==> config.mk <==
export PLATFORM = sky130hd
export DESIGN_NAME = mem_stage
export DESIGN_NICKNAME = d
export VERILOG_FILES = /design/src/rtl/mem_stage.sv
export SDC_FILE = /design/constraint.sdc
export NUM_CORES = 2
export LEC_CHECK = 0
export CAP_MARGIN = 40
export CORE_UTILIZATION = 50
export CTS_CLUSTER_DIAMETER = 50
export CTS_CLUSTER_SIZE = 10
export DETAILED_ROUTE_END_ITERATION = 12
export GPL_ROUTABILITY_DRIVEN = 0
export PLACE_DENSITY_LB_ADDON = 0.1
export SLEW_MARGIN = 40
export SYNTH_ARGS = -nofsm -noshare
export SYNTH_HDL_FRONTEND = slang
export SYNTH_SLANG_ARGS = --single-unit
export TNS_END_PERCENT = 5
==> constraint.sdc <==
create_clock -name clk -period 7.2 [get_ports clk]
set_input_delay 1.8 -clock clk [delete_from_list [all_inputs] [get_ports clk]]
set_output_delay 1.8 -clock clk [all_outputs]
set_load 0.02 [all_outputs]
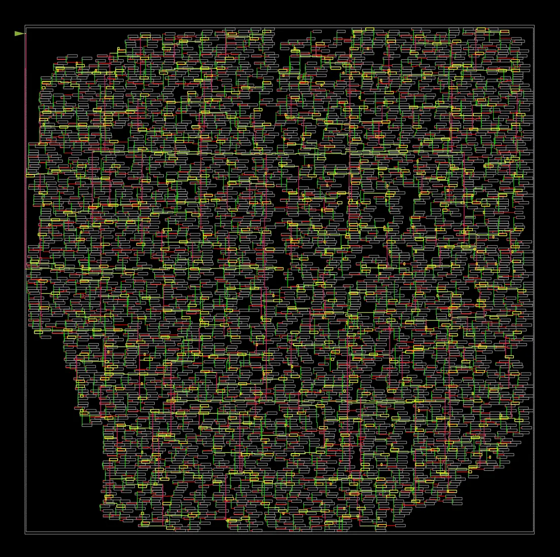
Figure 1: clock routing.
registers: 4157
clock buffers: 584
Skew-Pair Late Insertion Delay: 0.98 ns
Worst Clk Skew: 0.04591 ns

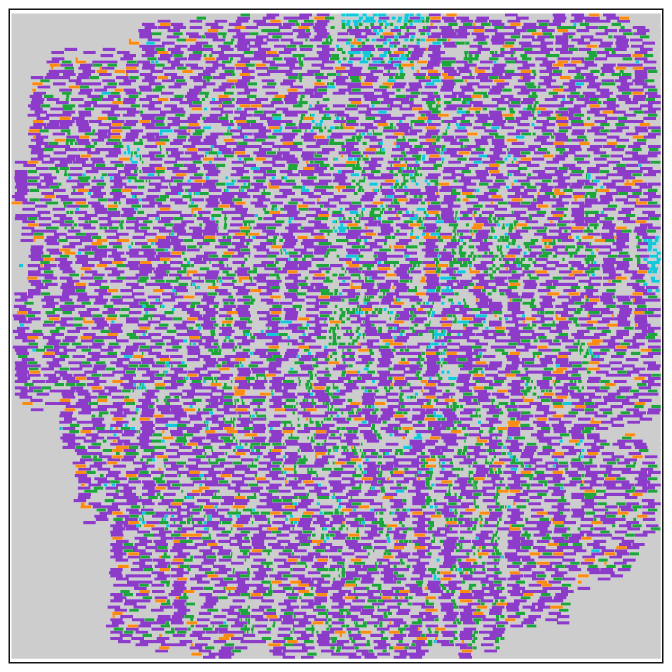
Figure 2: placed cells, one colour a class.
Fill, decap, tap and diode cells in grey.
class	colour	cells
remaining logic cells	green	2750
registers	purple	4157
remaining buffers and delay cells	cyan	525
clock drivers and dummy loads	orange	654
cell row count: 206
flop share of the area: 68.87%
final core occ: 57.30%
post-route standard cell area excluding fillers: 0.1809 mm2
core footprint: 0.3157 mm2

==> results.json <==
{
  "cp-start-kind": "flop",
  "synth-adder-area-share_pct": 0,
  "clock_buffers_created_by_tritoncts": 476,
  "post_synth_edffs": 4096,
  "globalRoute.totalOverflow": 0,
  "report.final.setup_viol": 0,
  "ratio_of_cells_with_drive_above_1_in_the_final_layout_pct": 25.03,
  "detailed_place_hpwl_um": 263500,
  "worst-endpoint-arrival_ns": 3.70,
  "max-slew-margin-rel_pct": 32.33,
  "rsz_0062_raised_after_global_routing": "false",
  "xor_share_pct": 0,
  "mux_area_share_pct": 14.88,
  "cts_root_buffer": "clkbuf_16",
  "number_of_sinks_driven_by_the_clock_tree": 4157,
  "drv.max_cap_violation_count": 0,
  "post_layout_nonfiller_instances": 12260,
  "synthToLayoutAreaGrowth_pct": 13.77,
  "design.die.area_mm2": 0.3203,
  "netlist_logic_family_top": "multiplexers",
  "yosys.stat.seqShare_pct": 78.30,
  "ys.flop_type": "edfxtp_1",
  "global_route_wire_length_before_repair_um": 610100,
  "warnings": 66,
  "pg_seq_mw": 27.0,
  "wirelength_um": 436000,
  "fp_util_pct": 50.37,
  "cts_setup_buffers": 0,
  "dpl.cell_count": 11580,
  "worst-r2r-setup-slack_ns": 2.10,
  "reg2reg_depth": 11,
  "vias": 78610,
  "antenna_left": 0,
  "async_flop_share_pct": 1.467,
  "layout_top_cell": "edfxtp_1",
  "pin_count_of_the_biggest_net_entering_global_routing": 161,
  "grt_antenna_before_repair": 25,
  "required_ns": 5.40,
  "largest_register_ff_count": 4096,
  "worst_slack_ns": 1.698,
  "holdBufCountCts": 0,
  "power.sequential.fraction_pct": 52.2,
  "post_synth.cell_area_avg_um2": 21.63,
  "status": "finished clean",
  "design.final.nets": 7954,
  "swShare_pct": 21.89,
  "simple_gate_area_share_pct": 1.854
}
layout make-up:
type | instances | area [um2] | share of cell area [%]
antenna | 16 | 40.04 | 0.02213
clock buffer | 584 | 12640 | 6.986
clock inverter | 70 | 689.4 | 0.3810
inverter | 4 | 16.27 | 0.008990
multi-input combinational | 2746 | 32800 | 18.13
sequential | 4157 | 124600 | 68.87
tap | 4160 | 5205 | 2.877
timing repair buffer | 525 | 4935 | 2.727
cell usage after synthesis (23+ instances only):
cell / number / share of area (%)
nand4_1: 60 / 0.24
a221oi_1: 45 / 0.25
buf_1: 46 / 0.11
buf_4: 46 / 0.22
buf_6: 23 / 0.16
nand3_1: 64 / 0.20
buf_2: 161 / 0.51
mux2_2: 56 / 0.40
nor2_1: 335 / 0.79
clkbuf_1: 171 / 0.40
edfxtp_1: 4096 / 77
o22ai_1: 44 / 0.17
a22o_1: 81 / 0.45
nor2b_1: 26 / 0.10
o21ai_0: 58 / 0.18
nand2_1: 119 / 0.28
a22oi_1: 270 / 1.3
o211ai_1: 33 / 0.16
mux2i_1: 393 / 2.5
a21oi_1: 146 / 0.46
mux4_2: 848 / 12
dfrtp_1: 61 / 0.96
per-layer routing:
| metal | GRT usage, % | share of wire (%) | up-vias |
|---|---|---|---|
| met2 | 41.57 | 47 | 3570 |
| met4 | 8.807 | 3.6 | 20 |
| met5 | 0 | 0.029 | - |
| met1 | 39.21 | 41 | 42300 |
| met3 | 5.425 | 8.6 | 675 |
| li1 | - | - | 32050 |
critical path, stage by stage, from the launching register on:
cell             delay, ns
dfrtp_4               0.86
buf_4                 0.46
buf_12                0.46
clkdlybuf4s50_1       0.74
